--- src/rtl/writeback_stage_pkg.sv ---
// Constants and types shared by the writeback stage, its interface and its sub-module.
package writeback_stage_pkg;

  localparam int WIDTH          = 32;
  localparam int BYTE           = 8;
  localparam int REG_ADDR_WIDTH = 5;
  localparam int LINK_OFFSET    = 8;

  typedef enum logic [1:0] {
    WB_NONE = 2'd0,
    WB_ALU  = 2'd1,
    WB_LOAD = 2'd2,
    WB_LINK = 2'd3
  } wb_kind_t;

  typedef enum logic [1:0] {
    LS_BYTE = 2'd0,
    LS_HALF = 2'd1,
    LS_WORD = 2'd2,
    LS_FULL = 2'd3
  } load_size_t;

endpackage

--- src/rtl/writeback_stage_if.sv ---
// MEM -> WB instruction bus with a valid/ready handshake.
interface writeback_stage_if #(
  parameter int WIDTH          = writeback_stage_pkg::WIDTH,
  parameter int REG_ADDR_WIDTH = writeback_stage_pkg::REG_ADDR_WIDTH
) ();
  import writeback_stage_pkg::*;

  localparam int OFFSET_W = $clog2(WIDTH / 8);

  logic                      in_valid;
  logic                      in_ready;
  logic [WIDTH-1:0]          in_pc;
  logic                      in_rd;
  logic [REG_ADDR_WIDTH-1:0] in_rd_address;
  wb_kind_t                  in_kind;
  load_size_t                in_load_size;
  logic                      in_load_signed;
  logic [OFFSET_W-1:0]       in_byte_offset;
  logic [WIDTH-1:0]          in_alu_result;

  modport master (
    output in_valid, in_pc, in_rd, in_rd_address, in_kind,
           in_load_size, in_load_signed, in_byte_offset, in_alu_result,
    input  in_ready
  );

  modport slave (
    input  in_valid, in_pc, in_rd, in_rd_address, in_kind,
           in_load_size, in_load_signed, in_byte_offset, in_alu_result,
    output in_ready
  );

endinterface

--- src/rtl/writeback_stage_load_extract.sv ---
// Little-endian lane select of a sub-word load plus sign/zero extension.
module writeback_stage_load_extract #(
  parameter int WIDTH = writeback_stage_pkg::WIDTH,
  localparam int OFFSET_W = $clog2(WIDTH / 8)
) (
  input  logic [WIDTH-1:0]              data,
  input  writeback_stage_pkg::load_size_t size,
  input  logic                          sign_ext,
  input  logic [OFFSET_W-1:0]           offset,
  output logic [WIDTH-1:0]              result
);
  import writeback_stage_pkg::*;

  logic [OFFSET_W-1:0] lane_off;
  logic [WIDTH-1:0]    keep_mask;
  logic [WIDTH-1:0]    shifted;
  logic                sign_bit;

  // Align the selected lane to bit 0, then mask and extend it.
  always_comb begin
    lane_off  = '0;
    keep_mask = '1;
    sign_bit  = 1'b0;
    // Lower offset bits inside a wider lane are ignored; alignment is trapped upstream.
    case (size)
      LS_BYTE: begin
        lane_off  = offset;
        keep_mask = WIDTH'({BYTE{1'b1}});
      end
      LS_HALF: begin
        lane_off  = offset & ~OFFSET_W'(1);
        keep_mask = WIDTH'({(2 * BYTE){1'b1}});
      end
      LS_WORD: begin
        lane_off  = offset & ~OFFSET_W'(3);
        keep_mask = WIDTH'({(4 * BYTE){1'b1}});
      end
      default: begin
        lane_off  = '0;
        keep_mask = '1;
      end
    endcase
    shifted = data >> {lane_off, 3'b000};
    case (size)
      LS_BYTE: sign_bit = shifted[BYTE-1];
      LS_HALF: sign_bit = shifted[2*BYTE-1];
      LS_WORD: sign_bit = shifted[4*BYTE-1];
      default: sign_bit = shifted[WIDTH-1];
    endcase
    result = (shifted & keep_mask) | ((sign_ext && sign_bit) ? ~keep_mask : '0);
  end

endmodule

--- src/rtl/writeback_stage.sv ---
// Registered MEM/WB stage: accepts one instruction per cycle, waits for late load
// data with a bounded timeout, and drives the register-file write port and retire strobe.
//
// state       | meaning
// ------------|---------------------------------------------------------------
// S_IDLE      | ready for a new instruction; non-waiting results retire next cycle
// S_WAIT_LOAD | load accepted without data; holding its fields until data, flush or timeout
module writeback_stage #(
  parameter int WIDTH          = writeback_stage_pkg::WIDTH,
  parameter int REG_ADDR_WIDTH = writeback_stage_pkg::REG_ADDR_WIDTH,
  parameter int LOAD_TIMEOUT   = 15,
  localparam int OFFSET_W      = $clog2(WIDTH / 8)
) (
  input  logic                      clk,
  input  logic                      rst,
  writeback_stage_if.slave          mem,
  input  logic                      load_data_valid,
  input  logic [WIDTH-1:0]          load_data,
  input  logic                      flush,
  output logic                      rd_wb,
  output logic [REG_ADDR_WIDTH-1:0] rd_address_wb,
  output logic [WIDTH-1:0]          rd_data_wb,
  output logic [WIDTH-1:0]          pc_wb,
  output logic                      retire_wb,
  output logic                      load_timeout_err
);
  import writeback_stage_pkg::*;

  localparam int CNT_W = $clog2(LOAD_TIMEOUT + 1);

  typedef enum logic {
    S_IDLE      = 1'b0,
    S_WAIT_LOAD = 1'b1
  } state_t;

  state_t                    state, state_nxt;
  logic [CNT_W-1:0]          cnt, cnt_nxt;
  logic                      ready_q;

  logic [WIDTH-1:0]          hold_pc;
  logic                      hold_rd;
  logic [REG_ADDR_WIDTH-1:0] hold_addr;
  load_size_t                hold_size;
  logic                      hold_signed;
  logic [OFFSET_W-1:0]       hold_offset;

  logic                      capture;
  logic                      retire;
  logic                      timeout;
  logic                      ret_rd_en;
  logic [REG_ADDR_WIDTH-1:0] ret_addr;
  logic [WIDTH-1:0]          ret_pc;
  logic [WIDTH-1:0]          ret_data;

  load_size_t                ext_size;
  logic                      ext_signed;
  logic [OFFSET_W-1:0]       ext_offset;
  logic [WIDTH-1:0]          ext_result;

  // Ready comes from a flop so load_data_valid never reaches in_ready combinationally.
  assign mem.in_ready = ready_q;

  // A waiting load extracts with its held fields; otherwise the offered instruction's.
  assign ext_size   = (state == S_WAIT_LOAD) ? hold_size   : mem.in_load_size;
  assign ext_signed = (state == S_WAIT_LOAD) ? hold_signed : mem.in_load_signed;
  assign ext_offset = (state == S_WAIT_LOAD) ? hold_offset : mem.in_byte_offset;

  writeback_stage_load_extract #(.WIDTH(WIDTH)) u_load_extract (
    .data     (load_data),
    .size     (ext_size),
    .sign_ext (ext_signed),
    .offset   (ext_offset),
    .result   (ext_result)
  );

  // State, timeout counter and ready flop.
  always_ff @(posedge clk or negedge rst) begin
    if (!rst) begin
      state   <= S_IDLE;
      cnt     <= '0;
      ready_q <= 1'b0;
    end else begin
      state   <= state_nxt;
      cnt     <= cnt_nxt;
      ready_q <= (state_nxt == S_IDLE);
    end
  end

  // Next state and the retirement decision; flush outranks everything else.
  always_comb begin
    state_nxt = state;
    cnt_nxt   = cnt;
    capture   = 1'b0;
    retire    = 1'b0;
    timeout   = 1'b0;
    ret_rd_en = 1'b0;
    ret_addr  = hold_addr;
    ret_pc    = hold_pc;
    ret_data  = '0;
    case (state)
      S_IDLE: begin
        if (!flush && mem.in_valid && ready_q) begin
          if (mem.in_kind == WB_LOAD && !load_data_valid) begin
            capture   = 1'b1;
            cnt_nxt   = '0;
            state_nxt = S_WAIT_LOAD;
          end else begin
            retire    = 1'b1;
            ret_pc    = mem.in_pc;
            ret_addr  = mem.in_rd_address;
            ret_rd_en = mem.in_rd && (mem.in_kind != WB_NONE);
            case (mem.in_kind)
              WB_ALU:  ret_data = mem.in_alu_result;
              WB_LINK: ret_data = mem.in_pc + WIDTH'(LINK_OFFSET);
              WB_LOAD: ret_data = ext_result;
              default: ret_data = '0;
            endcase
          end
        end
      end
      S_WAIT_LOAD: begin
        if (flush) begin
          state_nxt = S_IDLE;
          cnt_nxt   = '0;
        end else if (load_data_valid) begin
          retire    = 1'b1;
          ret_rd_en = hold_rd;
          ret_data  = ext_result;
          state_nxt = S_IDLE;
          cnt_nxt   = '0;
        end else if (cnt == CNT_W'(LOAD_TIMEOUT - 1)) begin
          retire    = 1'b1;
          timeout   = 1'b1;
          state_nxt = S_IDLE;
          cnt_nxt   = '0;
        end else begin
          cnt_nxt = cnt + CNT_W'(1);
        end
      end
      default: state_nxt = S_IDLE;
    endcase
  end

  // Hold registers for a load whose data has not arrived yet.
  always_ff @(posedge clk or negedge rst) begin
    if (!rst) begin
      hold_pc     <= '0;
      hold_rd     <= 1'b0;
      hold_addr   <= '0;
      hold_size   <= LS_BYTE;
      hold_signed <= 1'b0;
      hold_offset <= '0;
    end else if (capture) begin
      hold_pc     <= mem.in_pc;
      hold_rd     <= mem.in_rd;
      hold_addr   <= mem.in_rd_address;
      hold_size   <= mem.in_load_size;
      hold_signed <= mem.in_load_signed;
      hold_offset <= mem.in_byte_offset;
    end
  end

  // Output registers: strobes pulse for one cycle, address/data/pc hold between retirements.
  always_ff @(posedge clk or negedge rst) begin
    if (!rst) begin
      rd_wb            <= 1'b0;
      retire_wb        <= 1'b0;
      load_timeout_err <= 1'b0;
      rd_address_wb    <= '0;
      rd_data_wb       <= '0;
      pc_wb            <= '0;
    end else begin
      rd_wb            <= retire && ret_rd_en && (ret_addr != '0);
      retire_wb        <= retire;
      load_timeout_err <= timeout;
      if (retire) pc_wb <= ret_pc;
      // An aborted load wrote nothing, so the last written address/data stay visible.
      if (retire && !timeout) begin
        rd_address_wb <= ret_addr;
        rd_data_wb    <= ret_data;
      end
    end
  end

endmodule

--- src/flat_wrapper.sv ---
// flat-port wrapper written by rule: the top's interface ports become plain ports
module writeback_stage_flat import writeback_stage_pkg::*;
#(
  parameter int WIDTH          = writeback_stage_pkg::WIDTH,
  parameter int REG_ADDR_WIDTH = writeback_stage_pkg::REG_ADDR_WIDTH,
  parameter int LOAD_TIMEOUT   = 15,
  localparam int OFFSET_W      = $clog2(WIDTH / 8)
)
  (clk, rst, load_data_valid, load_data, flush, rd_wb, rd_address_wb, rd_data_wb, pc_wb, retire_wb, load_timeout_err, mem_in_valid, mem_in_pc, mem_in_rd, mem_in_rd_address, mem_in_kind, mem_in_load_size, mem_in_load_signed, mem_in_byte_offset, mem_in_alu_result, mem_in_ready);
  writeback_stage_if #(.WIDTH(WIDTH), .REG_ADDR_WIDTH(REG_ADDR_WIDTH)) mem_i ();
  input  logic clk;
  input  logic rst;
  input  logic load_data_valid;
  input  logic [WIDTH-1:0] load_data;
  input  logic flush;
  output logic rd_wb;
  output logic [REG_ADDR_WIDTH-1:0] rd_address_wb;
  output logic [WIDTH-1:0] rd_data_wb;
  output logic [WIDTH-1:0] pc_wb;
  output logic retire_wb;
  output logic load_timeout_err;
  input wire logic [$bits(mem_i.in_valid)-1:0] mem_in_valid;
  input wire logic [$bits(mem_i.in_pc)-1:0] mem_in_pc;
  input wire logic [$bits(mem_i.in_rd)-1:0] mem_in_rd;
  input wire logic [$bits(mem_i.in_rd_address)-1:0] mem_in_rd_address;
  input wire logic [$bits(mem_i.in_kind)-1:0] mem_in_kind;
  input wire logic [$bits(mem_i.in_load_size)-1:0] mem_in_load_size;
  input wire logic [$bits(mem_i.in_load_signed)-1:0] mem_in_load_signed;
  input wire logic [$bits(mem_i.in_byte_offset)-1:0] mem_in_byte_offset;
  input wire logic [$bits(mem_i.in_alu_result)-1:0] mem_in_alu_result;
  output wire logic [$bits(mem_i.in_ready)-1:0] mem_in_ready;
  assign mem_i.in_valid = mem_in_valid;
  assign mem_i.in_pc = mem_in_pc;
  assign mem_i.in_rd = mem_in_rd;
  assign mem_i.in_rd_address = mem_in_rd_address;
  assign mem_i.in_kind = mem_in_kind;
  assign mem_i.in_load_size = mem_in_load_size;
  assign mem_i.in_load_signed = mem_in_load_signed;
  assign mem_i.in_byte_offset = mem_in_byte_offset;
  assign mem_i.in_alu_result = mem_in_alu_result;
  assign mem_in_ready = mem_i.in_ready;
  writeback_stage #(.WIDTH(WIDTH), .REG_ADDR_WIDTH(REG_ADDR_WIDTH), .LOAD_TIMEOUT(LOAD_TIMEOUT)) u_core (.clk(clk), .rst(rst), .mem(mem_i), .load_data_valid(load_data_valid), .load_data(load_data), .flush(flush), .rd_wb(rd_wb), .rd_address_wb(rd_address_wb), .rd_data_wb(rd_data_wb), .pc_wb(pc_wb), .retire_wb(retire_wb), .load_timeout_err(load_timeout_err));
endmodule
--- config.mk ---
export PLATFORM = sky130hd
export DESIGN_NAME = writeback_stage_flat
export DESIGN_NICKNAME = d
export VERILOG_FILES = /design/src/rtl/writeback_stage_pkg.sv /design/src/rtl/writeback_stage_if.sv /design/src/rtl/writeback_stage_load_extract.sv /design/src/rtl/writeback_stage.sv /design/src/flat_wrapper.sv
export SDC_FILE = /design/constraint.sdc
export NUM_CORES = 1
export LEC_CHECK = 0
export ABC_AREA = 0
export CORE_MARGIN = 3
export CORE_UTILIZATION = 44
export DETAILED_ROUTE_END_ITERATION = 8
export PLACE_DENSITY = 0.85
export REMOVE_ABC_BUFFERS = 1
export SLEW_MARGIN = 20
export SYNTH_ARGS = -nofsm -noshare
export SYNTH_HDL_FRONTEND = slang
export SYNTH_SLANG_ARGS = --single-unit
--- constraint.sdc ---
create_clock -name clk -period 2.1 [get_ports clk]
set_input_delay 0.525 -clock clk [delete_from_list [all_inputs] [get_ports clk]]
set_output_delay 0.525 -clock clk [all_outputs]
set_load 0.05 [all_outputs]
Figure 1. Cell placement.
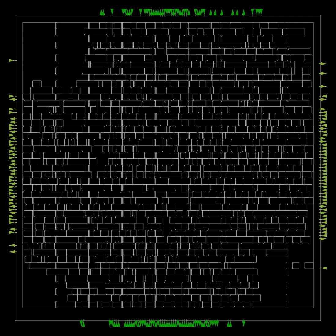
Row Count: 44
sequential cell area share: 29.1%
filler instances: 1015
num tapcells: 184
core area: 14600 um^2

Figure 2. Pin map.
Drawn at 4 px/um. Pins as bars across the die edge, other pins in gray.
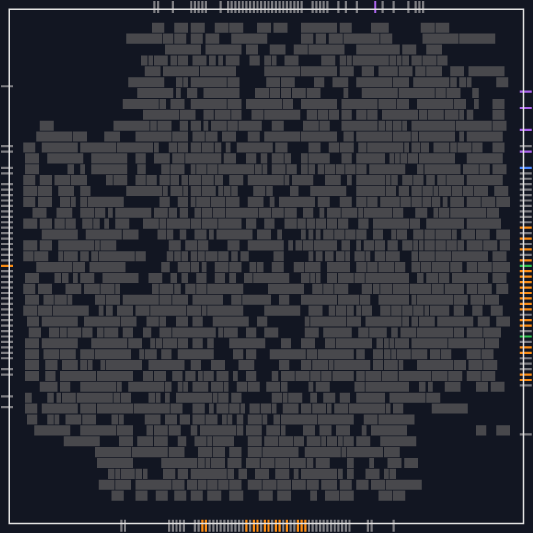
rd_wb: marked blue, pins 1, direction output, edge east. mem_in_byte_offset: marked green, pins 2, direction input, edge east. rd_address_wb: marked purple, pins 5, direction output, edge 4 east, 1 north. load_data: marked orange, pins 32, direction input, edge 18 east, 13 south, 1 west.

Figure 3. Signal wires by layer.
Drawn at 3 px/um. Only two layers are drawn.
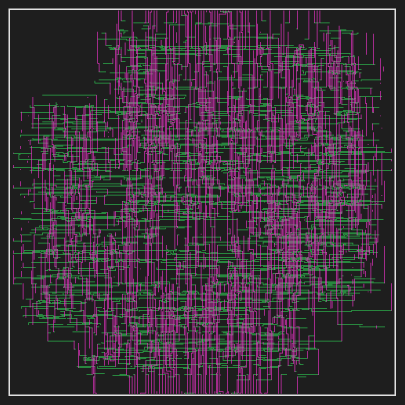
M2: marked magenta, wire length 11400 um. M1: marked green, wire length 9120 um.
total wire length: 23300 um
GRT Total Usage: 28.0%
vias: 6503
post-DR wirelength/cell: 20.4 um

Figure 4. Close-up of the layout.
Region (44, 44) to (84, 84) um. Cells in gray, sequential cells in the stronger gray; small squares are vias.
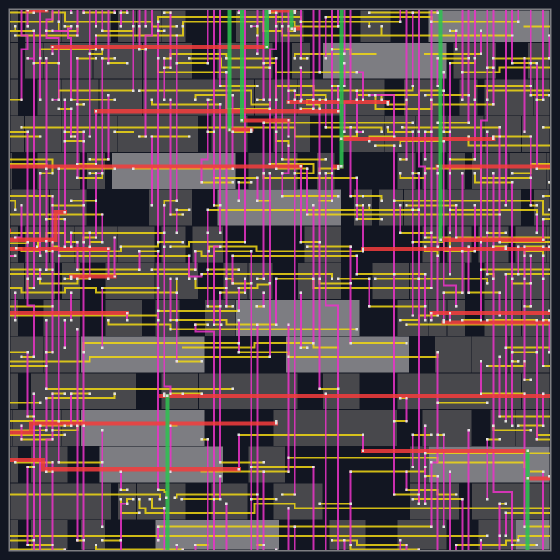
M1: marked yellow. M2: marked magenta. M3: marked red. M4: marked green.
126 logic cells have their middle in the window. Netlist names of flops here include u_core.rd_data_wb (11). Most frequent: buf_4 (27), nand2_1 (11), dfrtp_1 (11). Sequential cells in the window: 11.

Figure 5. The metal 2 layer.
Drawn at 3 px/um. Cells faint in the background.
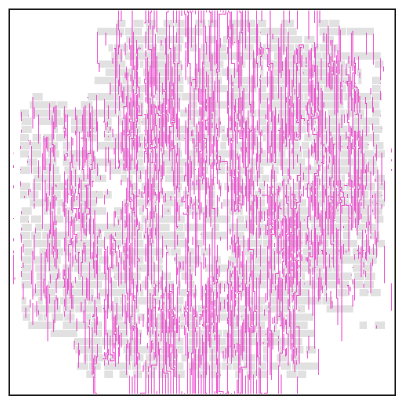
The longest straight run is 58.3 um. The layer carries 11400 um of wire. The wires run mostly vertical.

==> results.sh <==
# physical design summary
export IMPL_worstPathMaxFanout=5
export IMPL_status="finished, violations left"
export IMPL_clockRootBuffer="clkbuf_16"
export IMPL_die_w_um=128
export IMPL_clkPwrFrac_pct=36.0
export IMPL_skew_ps=13.3
export IMPL_slew_headroom_pct=65.2
export IMPL_place_area_um2=9390
export IMPL_cts_tree="built"
export IMPL_reg2reg_depth=7
export IMPL_endpoint_kind="flip-flop"
export IMPL_clock_latency_ps=420
export IMPL_post_route_period_util_pct=102
export IMPL_yosysUniqueCellTypes=62
export IMPL_fin_util_pct=71.3
export IMPL_grt_pass1_wl_um=35500
export IMPL_setup_slack_ps=-42.7
export IMPL_port_buffers=186
export IMPL_clockBufferDepth=2
export IMPL_lay_top_count="buf_4"
export IMPL_grt_max_degree=62
export IMPL_violations="setup timing"
export IMPL_setup_viol_count_final=3
export IMPL_syn_area_um2=6570
export IMPL_grt_overflow=0
export IMPL_first_pass_iters=5
export IMPL_clock_sinks=121
export IMPL_drt_iter0_markers=517
export IMPL_warnings=28
export IMPL_tightest_slew_ps=524
export IMPL_final_area_um2=10400
export IMPL_grt_pass1_vias=6694
export IMPL_routabilityCongestion=0.893
export IMPL_r2r_end="u_core.rd_data_wb[30]$_DFFE_PN0P_"
export IMPL_internal_power_mw=5.94
export IMPL_post_place_ws_ps=-840
export IMPL_p_leak_nw=4.67
export IMPL_hold_ws_ps=480
export IMPL_yosysTopAreaCell="dfrtp_1"
export IMPL_viasPerCell=5.69
export IMPL_dp_hpwl_um=17000
export IMPL_floorplan_core_util_pct=45.0
export IMPL_slew_viol_final=0
export IMPL_p_comb_share_pct=29.9
export IMPL_fmax_ghz=0.467
export IMPL_ys_area_um2=6570
export IMPL_cp_required_ps=2400
export IMPL_ioPinCount=187
export IMPL_synthTopLogicFamily="multiplexers"
export IMPL_aoi_share_pct=15.3
export IMPL_avgSynthCellArea_um2=10.2
export IMPL_maxCapViolCount=0
export IMPL_ff_type="dfrtp_1"
[critical path: stages (launching register included)]
cell	delay (ps)
dfrtp_1	430
buf_6	150
nand2b_4	130
mux2_4	290
a2111o_1	410
nand4_1	160
o21ai_4	100
o32a_4	360
[area by class of cell]
class / count / area share, %
clock inverter: 12 / 1.91
clock buffer: 19 / 4.26
multi-input combinational: 478 / 34.8
timing repair buffer: 320 / 27.4
tap: 184 / 2.21
sequential: 121 / 29.1
inverter: 9 / 0.349
[layer usage]
| metal | GRT usage (%) | vias up | wire [um] |
|---|---|---|---|
| met5 | 0 | - | 9 |
| met4 | 12.1 | 2 | 887 |
| met3 | 7.75 | 70 | 1880 |
| met2 | 45.8 | 293 | 11400 |
| met1 | 34.7 | 3166 | 9120 |
| li1 | - | 2972 | - |
[synth_stat cells (5+ instances only)]
cell and instances:
a221o_1 5, clkbuf_1 27, xor2_1 20, o211ai_1 11, xnor2_1 7, nand2_1 85, a21oi_1 23, o21ai_0 63
mux2_2 50, nand3_1 15, nor2_1 26, nand4_1 8, and2_1 5, inv_1 9, o22a_1 8, a211oi_1 6
mux2i_1 56, nand2b_1 7, and3_1 7, o221ai_1 5, dfrtp_1 121
[flip-flops by register name, indices dropped and copies added, names as in the netlist]
register / cells
u_core.rd_data_wb: 32
u_core.mem.in_ready: 1
u_core.hold_addr: 5
u_core.hold_size: 2
u_core.rd_address_wb: 5
u_core.cnt: 4
u_core.rd_wb: 1
u_core.hold_pc: 32
u_core.state: 1
u_core.pc_wb: 32
u_core.hold_signed: 1
u_core.retire_wb: 1
u_core.hold_rd: 1
u_core.hold_offset: 2
u_core.load_timeout_err: 1
[what timing repair did]
item	in CTS	in global routing
endpoints found under the setup margin	74	30
cloned	0	1
gates resized	83	48
hold endpoints to repair	12	0
pin swaps	17	35
hold buffers	1	0
buffers inserted	7	11
